<file path="config.mk">
export PLATFORM = sky130hd
export DESIGN_NAME = tron_game_ctrl_flat
export DESIGN_NICKNAME = d
export VERILOG_FILES = /design/src/rtl/tron_game_ctrl_pkg.sv /design/src/rtl/tron_game_ctrl_if.sv /design/src/rtl/tron_game_ctrl_frame_counter.sv /design/src/rtl/tron_game_ctrl.sv /design/src/flat_wrapper.sv
export SDC_FILE = /design/constraint.sdc
export NUM_CORES = 1
export LEC_CHECK = 0
export ABC_AREA = 1
export CORE_UTILIZATION = 36
export CTS_CLUSTER_DIAMETER = 30
export DETAILED_ROUTE_END_ITERATION = 16
export DONT_BUFFER_PORTS = 1
export PLACE_DENSITY = 0.48
export SYNTH_ARGS = -nofsm -noshare
export SYNTH_HDL_FRONTEND = slang
export SYNTH_SLANG_ARGS = --single-unit
</file>
<file path="constraint.sdc">
create_clock -name clk_40MHz -period 1.9 [get_ports clk_40MHz]
set_input_delay 0.285 -clock clk_40MHz [delete_from_list [all_inputs] [get_ports clk_40MHz]]
set_output_delay 0.285 -clock clk_40MHz [all_outputs]
set_load 0.02 [all_outputs]
</file>
<file path="src/rtl/tron_game_ctrl_pkg.sv">
// Shared types and helpers for the light-cycle round/match sequencer.
// Headings are 4-bit one-hot {down,up,right,left}; zero means stopped.
package tron_game_ctrl_pkg;

  typedef logic [3:0] dir_t;

  localparam dir_t DIR_NONE  = 4'b0000;
  localparam dir_t DIR_LEFT  = 4'b0001;
  localparam dir_t DIR_RIGHT = 4'b0010;
  localparam dir_t DIR_UP    = 4'b0100;
  localparam dir_t DIR_DOWN  = 4'b1000;

  typedef enum logic [2:0] {
    ST_IDLE      = 3'd0,
    ST_CLEAR     = 3'd1,
    ST_COUNTDOWN = 3'd2,
    ST_PLAY      = 3'd3,
    ST_CRASH     = 3'd4,
    ST_GAME_OVER = 3'd5
  } game_state_t;

  localparam logic [1:0] WIN_NONE = 2'b00;
  localparam logic [1:0] WIN_P1   = 2'b01;
  localparam logic [1:0] WIN_P2   = 2'b10;
  localparam logic [1:0] WIN_DRAW = 2'b11;

  function automatic dir_t opposite(input dir_t d);
    case (d)
      DIR_LEFT:  opposite = DIR_RIGHT;
      DIR_RIGHT: opposite = DIR_LEFT;
      DIR_UP:    opposite = DIR_DOWN;
      DIR_DOWN:  opposite = DIR_UP;
      default:   opposite = DIR_NONE;
    endcase
  endfunction

  function automatic logic dir_valid(input dir_t d);
    dir_valid = (d != DIR_NONE) && ((d & (d - 4'd1)) == 4'd0);
  endfunction

  // A press replaces the pending heading unless it is malformed, a reversal
  // of the committed heading, or the committed heading itself.
  function automatic dir_t next_pending(input dir_t pad, input dir_t head, input dir_t pend);
    if (!dir_valid(pad)) begin
      next_pending = pend;
    end else if ((pad == opposite(head)) || (pad == head)) begin
      next_pending = pend;
    end else begin
      next_pending = pad;
    end
  endfunction

endpackage

</file>
<file path="src/rtl/tron_game_ctrl_if.sv">
// Handshake bundle between the input synchronizers, the sequencer and the draw logic.
interface tron_game_ctrl_if;
  import tron_game_ctrl_pkg::*;

  logic       start;
  logic       frame_start;
  dir_t       p1_pad;
  dir_t       p2_pad;
  logic       p1_crash;
  logic       p2_crash;
  dir_t       p1_dir;
  dir_t       p2_dir;
  logic       move_tick;
  logic       clear_trace;
  logic [3:0] count_digit;
  logic [3:0] p1_score;
  logic [3:0] p2_score;
  logic [1:0] winner;
  logic [2:0] state_o;

  modport master (
    output start, frame_start, p1_pad, p2_pad, p1_crash, p2_crash,
    input  p1_dir, p2_dir, move_tick, clear_trace, count_digit,
           p1_score, p2_score, winner, state_o
  );

  modport slave (
    input  start, frame_start, p1_pad, p2_pad, p1_crash, p2_crash,
    output p1_dir, p2_dir, move_tick, clear_trace, count_digit,
           p1_score, p2_score, winner, state_o
  );
endinterface

</file>
<file path="src/rtl/tron_game_ctrl_frame_counter.sv">
// Counts frame_start pulses while enabled; done fires combinationally on the
// pulse that completes MAX frames so the caller can register its reaction.
module tron_game_ctrl_frame_counter #(
  parameter int MAX = 2
) (
  input  logic clk_40MHz,
  input  logic reset,
  input  logic en_i,
  input  logic clr_i,
  input  logic frame_i,
  output logic done_o
);
  localparam int W = (MAX > 1) ? $clog2(MAX) : 1;

  logic [W-1:0] cnt_q;
  logic [W-1:0] cnt_d;
  logic         term_s;

  assign term_s = (cnt_q == W'(MAX - 1));
  assign done_o = en_i & frame_i & term_s;

  // Next count: wrap at terminal count, hold when idle.
  always_comb begin
    cnt_d = cnt_q;
    if (clr_i) begin
      cnt_d = '0;
    end else if (en_i && frame_i) begin
      cnt_d = term_s ? '0 : (cnt_q + W'(1));
    end else begin
      cnt_d = cnt_q;
    end
  end

  // Count register.
  always_ff @(posedge clk_40MHz or posedge reset) begin
    if (reset) begin
      cnt_q <= '0;
    end else begin
      cnt_q <= cnt_d;
    end
  end
endmodule

</file>
<file path="src/rtl/tron_game_ctrl.sv">
// Round/match sequencer for the two-player light-cycle game: state, headings,
// movement pacing, trace clearing between rounds and scoring. All outputs registered.
module tron_game_ctrl
  import tron_game_ctrl_pkg::*;
#(
  parameter int FRAMES_PER_MOVE  = 2,
  parameter int COUNT_FROM       = 3,
  parameter int FRAMES_PER_COUNT = 60,
  parameter int CRASH_FRAMES     = 90,
  parameter int WIN_SCORE        = 5
) (
  input  logic              clk_40MHz,
  input  logic              reset,
  tron_game_ctrl_if.slave   bus
);
  game_state_t state_q, state_d;
  dir_t        p1_dir_q, p1_dir_d, p2_dir_q, p2_dir_d;
  dir_t        hd1_q, hd1_d, hd2_q, hd2_d;
  dir_t        pend1_q, pend1_d, pend2_q, pend2_d;
  logic        move_tick_q, move_tick_d;
  logic        clear_trace_q, clear_trace_d;
  logic [3:0]  count_digit_q, count_digit_d;
  logic [3:0]  p1_score_q, p1_score_d, p2_score_q, p2_score_d;
  logic [1:0]  winner_q, winner_d;
  logic        start_q;
  logic        start_rise_s, move_done_s, count_done_s, crash_done_s;
  logic        in_play_s, in_count_s, in_crash_s;

  assign start_rise_s = bus.start & ~start_q;
  assign in_play_s    = (state_q == ST_PLAY);
  assign in_count_s   = (state_q == ST_COUNTDOWN);
  assign in_crash_s   = (state_q == ST_CRASH);

  tron_game_ctrl_frame_counter #(.MAX(FRAMES_PER_MOVE)) u_move (
    .clk_40MHz(clk_40MHz), .reset(reset), .en_i(in_play_s), .clr_i(~in_play_s),
    .frame_i(bus.frame_start), .done_o(move_done_s));

  tron_game_ctrl_frame_counter #(.MAX(FRAMES_PER_COUNT)) u_count (
    .clk_40MHz(clk_40MHz), .reset(reset), .en_i(in_count_s), .clr_i(~in_count_s),
    .frame_i(bus.frame_start), .done_o(count_done_s));

  tron_game_ctrl_frame_counter #(.MAX(CRASH_FRAMES)) u_crash (
    .clk_40MHz(clk_40MHz), .reset(reset), .en_i(in_crash_s), .clr_i(~in_crash_s),
    .frame_i(bus.frame_start), .done_o(crash_done_s));

  function automatic logic [3:0] score_inc(input logic [3:0] s);
    if (s >= 4'(WIN_SCORE)) begin
      score_inc = s;
    end else begin
      score_inc = s + 4'd1;
    end
  endfunction

  // Next-state and next-output logic.
  always_comb begin
    state_d       = state_q;
    p1_dir_d      = DIR_NONE;
    p2_dir_d      = DIR_NONE;
    move_tick_d   = 1'b0;
    clear_trace_d = 1'b0;
    count_digit_d = 4'd0;
    p1_score_d    = p1_score_q;
    p2_score_d    = p2_score_q;
    winner_d      = winner_q;
    hd1_d         = hd1_q;
    hd2_d         = hd2_q;
    pend1_d       = pend1_q;
    pend2_d       = pend2_q;
    case (state_q)
      ST_IDLE: begin
        if (start_rise_s) state_d = ST_CLEAR;
        else              state_d = ST_IDLE;
      end
      ST_CLEAR: begin
        hd1_d = DIR_RIGHT; pend1_d = DIR_RIGHT;
        hd2_d = DIR_LEFT;  pend2_d = DIR_LEFT;
        // First frame_start raises the wipe, the second ends it.
        if (bus.frame_start && clear_trace_q) begin
          state_d       = ST_COUNTDOWN;
          count_digit_d = 4'(COUNT_FROM);
        end else if (bus.frame_start) begin
          clear_trace_d = 1'b1;
        end else begin
          clear_trace_d = clear_trace_q;
        end
      end
      ST_COUNTDOWN: begin
        count_digit_d = count_digit_q;
        if (count_done_s && (count_digit_q == 4'd1)) begin
          state_d       = ST_PLAY;
          count_digit_d = 4'd0;
          p1_dir_d      = hd1_q;
          p2_dir_d      = hd2_q;
        end else if (count_done_s) begin
          count_digit_d = count_digit_q - 4'd1;
        end else begin
          count_digit_d = count_digit_q;
        end
      end
      ST_PLAY: begin
        pend1_d = next_pending(bus.p1_pad, hd1_q, pend1_q);
        pend2_d = next_pending(bus.p2_pad, hd2_q, pend2_q);
        if (bus.p1_crash || bus.p2_crash) begin
          state_d = ST_CRASH;
          if (bus.p1_crash && bus.p2_crash) begin
            winner_d = WIN_DRAW;
          end else if (bus.p1_crash) begin
            winner_d   = WIN_P2;
            p2_score_d = score_inc(p2_score_q);
          end else begin
            winner_d   = WIN_P1;
            p1_score_d = score_inc(p1_score_q);
          end
        end else if (move_done_s) begin
          move_tick_d = 1'b1;
          hd1_d       = pend1_d;
          hd2_d       = pend2_d;
          p1_dir_d    = pend1_d;
          p2_dir_d    = pend2_d;
        end else begin
          p1_dir_d = hd1_q;
          p2_dir_d = hd2_q;
        end
      end
      ST_CRASH: begin
        if (crash_done_s && ((p1_score_q == 4'(WIN_SCORE)) || (p2_score_q == 4'(WIN_SCORE)))) begin
          state_d = ST_GAME_OVER;
        end else if (crash_done_s) begin
          state_d = ST_CLEAR;
        end else begin
          state_d = ST_CRASH;
        end
      end
      ST_GAME_OVER: begin
        if (start_rise_s) begin
          state_d    = ST_CLEAR;
          p1_score_d = 4'd0;
          p2_score_d = 4'd0;
          winner_d   = WIN_NONE;
        end else begin
          state_d = ST_GAME_OVER;
        end
      end
      default: state_d = ST_IDLE;
    endcase
  end

  // State and output registers; start edge detector reloads high so a held press is ignored.
  always_ff @(posedge clk_40MHz or posedge reset) begin
    if (reset) begin
      state_q       <= ST_IDLE;
      p1_dir_q      <= DIR_NONE;
      p2_dir_q      <= DIR_NONE;
      hd1_q         <= DIR_RIGHT;
      hd2_q         <= DIR_LEFT;
      pend1_q       <= DIR_RIGHT;
      pend2_q       <= DIR_LEFT;
      move_tick_q   <= 1'b0;
      clear_trace_q <= 1'b0;
      count_digit_q <= 4'd0;
      p1_score_q    <= 4'd0;
      p2_score_q    <= 4'd0;
      winner_q      <= WIN_NONE;
      start_q       <= 1'b1;
    end else begin
      state_q       <= state_d;
      p1_dir_q      <= p1_dir_d;
      p2_dir_q      <= p2_dir_d;
      hd1_q         <= hd1_d;
      hd2_q         <= hd2_d;
      pend1_q       <= pend1_d;
      pend2_q       <= pend2_d;
      move_tick_q   <= move_tick_d;
      clear_trace_q <= clear_trace_d;
      count_digit_q <= count_digit_d;
      p1_score_q    <= p1_score_d;
      p2_score_q    <= p2_score_d;
      winner_q      <= winner_d;
      start_q       <= bus.start;
    end
  end

  assign bus.p1_dir      = p1_dir_q;
  assign bus.p2_dir      = p2_dir_q;
  assign bus.move_tick   = move_tick_q;
  assign bus.clear_trace = clear_trace_q;
  assign bus.count_digit = count_digit_q;
  assign bus.p1_score    = p1_score_q;
  assign bus.p2_score    = p2_score_q;
  assign bus.winner      = winner_q;
  assign bus.state_o     = state_q;
endmodule

</file>
<file path="src/flat_wrapper.sv">
// flat-port wrapper written by rule: the top's interface ports become plain ports
module tron_game_ctrl_flat import tron_game_ctrl_pkg::*;
#(
  parameter int FRAMES_PER_MOVE  = 2,
  parameter int COUNT_FROM       = 3,
  parameter int FRAMES_PER_COUNT = 60,
  parameter int CRASH_FRAMES     = 90,
  parameter int WIN_SCORE        = 5
)
  (clk_40MHz, reset, bus_start, bus_frame_start, bus_p1_pad, bus_p2_pad, bus_p1_crash, bus_p2_crash, bus_p1_dir, bus_p2_dir, bus_move_tick, bus_clear_trace, bus_count_digit, bus_p1_score, bus_p2_score, bus_winner, bus_state_o);
  tron_game_ctrl_if bus_i ();
  input  logic clk_40MHz;
  input  logic reset;
  input wire logic [$bits(bus_i.start)-1:0] bus_start;
  input wire logic [$bits(bus_i.frame_start)-1:0] bus_frame_start;
  input wire logic [$bits(bus_i.p1_pad)-1:0] bus_p1_pad;
  input wire logic [$bits(bus_i.p2_pad)-1:0] bus_p2_pad;
  input wire logic [$bits(bus_i.p1_crash)-1:0] bus_p1_crash;
  input wire logic [$bits(bus_i.p2_crash)-1:0] bus_p2_crash;
  output wire logic [$bits(bus_i.p1_dir)-1:0] bus_p1_dir;
  output wire logic [$bits(bus_i.p2_dir)-1:0] bus_p2_dir;
  output wire logic [$bits(bus_i.move_tick)-1:0] bus_move_tick;
  output wire logic [$bits(bus_i.clear_trace)-1:0] bus_clear_trace;
  output wire logic [$bits(bus_i.count_digit)-1:0] bus_count_digit;
  output wire logic [$bits(bus_i.p1_score)-1:0] bus_p1_score;
  output wire logic [$bits(bus_i.p2_score)-1:0] bus_p2_score;
  output wire logic [$bits(bus_i.winner)-1:0] bus_winner;
  output wire logic [$bits(bus_i.state_o)-1:0] bus_state_o;
  assign bus_i.start = bus_start;
  assign bus_i.frame_start = bus_frame_start;
  assign bus_i.p1_pad = bus_p1_pad;
  assign bus_i.p2_pad = bus_p2_pad;
  assign bus_i.p1_crash = bus_p1_crash;
  assign bus_i.p2_crash = bus_p2_crash;
  assign bus_p1_dir = bus_i.p1_dir;
  assign bus_p2_dir = bus_i.p2_dir;
  assign bus_move_tick = bus_i.move_tick;
  assign bus_clear_trace = bus_i.clear_trace;
  assign bus_count_digit = bus_i.count_digit;
  assign bus_p1_score = bus_i.p1_score;
  assign bus_p2_score = bus_i.p2_score;
  assign bus_winner = bus_i.winner;
  assign bus_state_o = bus_i.state_o;
  tron_game_ctrl #(.FRAMES_PER_MOVE(FRAMES_PER_MOVE), .COUNT_FROM(COUNT_FROM), .FRAMES_PER_COUNT(FRAMES_PER_COUNT), .CRASH_FRAMES(CRASH_FRAMES), .WIN_SCORE(WIN_SCORE)) u_core (.clk_40MHz(clk_40MHz), .reset(reset), .bus(bus_i));
endmodule
</file>
==> run summary <==
Purpose: to document the outcome of synthesis and place and route.

Final timing
The worst-case headroom to the max-slew limit is 0.6205.

Die
The horizontal die dimension reported for this design is 99.07 um. The initial utilization of the core area, before any placement, comes to 0.3688.

Worst setup path
The report lists the cells along the critical path as nor2_1 > nand2_1 > nand2_1 > nand2_1 > nor2_1 > nand2_1 > nand2_2 > nand2_1 > nand3_1 > nand3_1. The critical path's largest stage delay is 0.47 ns. The number of logic stages on the critical path including buffering is 10. The worst reg2reg path depth is 10.

Hold path
STA lists the startpoint of the worst hold path as bus_frame_start.

Logic synthesis
The total cell area reported by yosys after synthesis is 3392 sq um. The share of synthesized cell area in and, or, nand and nor gates is 0.3427. The post-synthesis cell count is 469. The main combinational cell family by area after synthesis is simple AND/OR/NAND/NOR gates. The share of synthesized area in the top cell type comes to 0.3910. Of the total synthesized cell area, the portion taken by AND-OR and OR-AND cells is 0.07709. The Yosys warning count is 0.

Drt
Summed over all layers, the routed wires come to 7781 um.

Global route
The total overflow left after global routing is 0. The first global-routing pass estimated 13,460 um of wire.

Cells and area
The register with the most flip-flops in the final layout is u_core.u_crash.cnt_q. The flip-flop count of the largest register, all copies and words added is 7. The most common logic cell in the final layout is nand2_1.

The final report gives the core utilization as 0.4195. The share of cells above drive strength 1 is 0.09438. The multi-input combinational cell area is 1659 sq um.

Clocking
The quantity of hold-fixing buffers added after cts is 2. The clock latency on the worst-skew pair is 0.33 ns.

Pwr
The total leakage power is 2.020 nW.

Outcome
The run finished with clean final reports.
==> through the flow <==
step	hold WS (ns)	std cells	setup slack (ns)	power, mW
CTS	0.07787	608	0.1323	4.830
global placement	0.1350	590	0.1767	3.666
global route	0.08814	609	0.002637	5.228
floorplan	0.2895	469	0.1686	3.161
detailed placement	0.1217	590	0.1362	3.677
finish	0.09616	609	0.1917	4.789
==> layout make-up <==
class	instances	area share
multi-input combinational	339	0.4301
sequential	58	0.3782
inverter	65	0.06325
timing repair buffer	20	0.04346
clock buffer	13	0.03860
tap	111	0.03600
clock inverter	3	0.01038
==> metal layers <==
metal	global-route usage	vias to the layer above	wire length, um
met1	0.2405	1363	3978
met5	0	-	0
li1	-	1557	-
met3	0.04752	9	350
met4	0.04864	0	88
met2	0.2695	50	3363
Met2 routing:
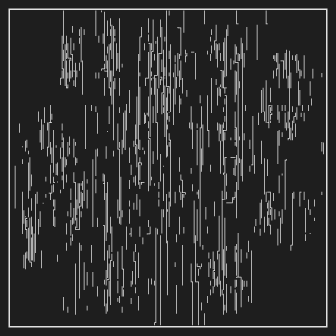
main direction	vertical
wire length on this layer	3,360 um
share of all routed wire	43%
nets with wire on the layer	380

M1 wires:
Scale bar: 20 um.
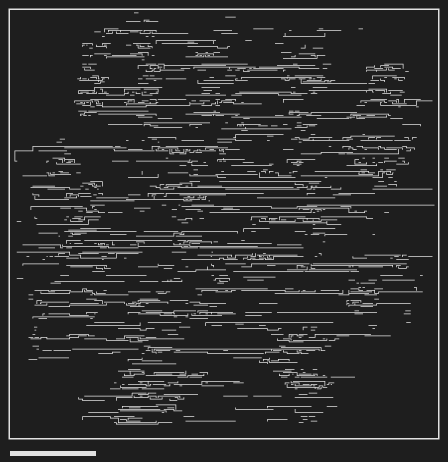
main direction	horizontal
nets with wire on the layer	487
share of all routed wire	51%
wire length on this layer	3,980 um
longest straight run	38.2 um

Routing congestion map:
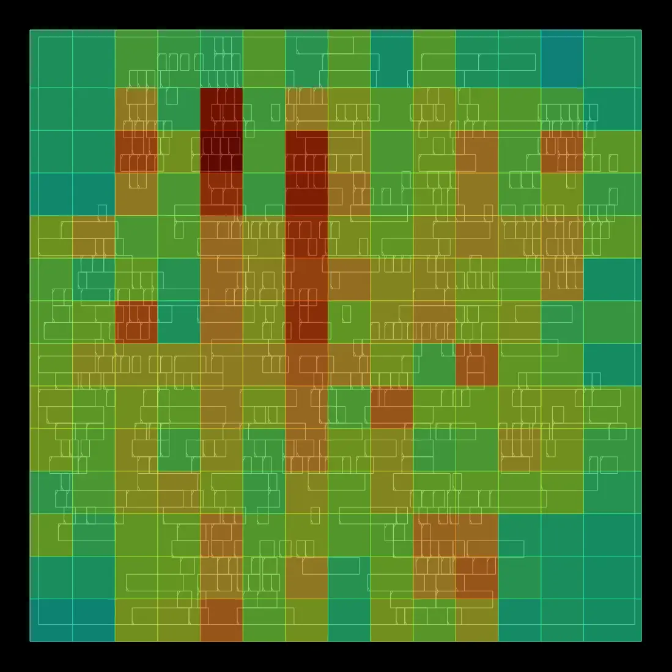
global routing met1 resource utilization: 0.2405
wire per inst: 12.78 um
GR Layer Usage met3: 0.04752
met2 routing resource usage after global routing: 0.2695
most used routing layer in global routing: met2

Power is estimated from default activity; no workload was simulated.
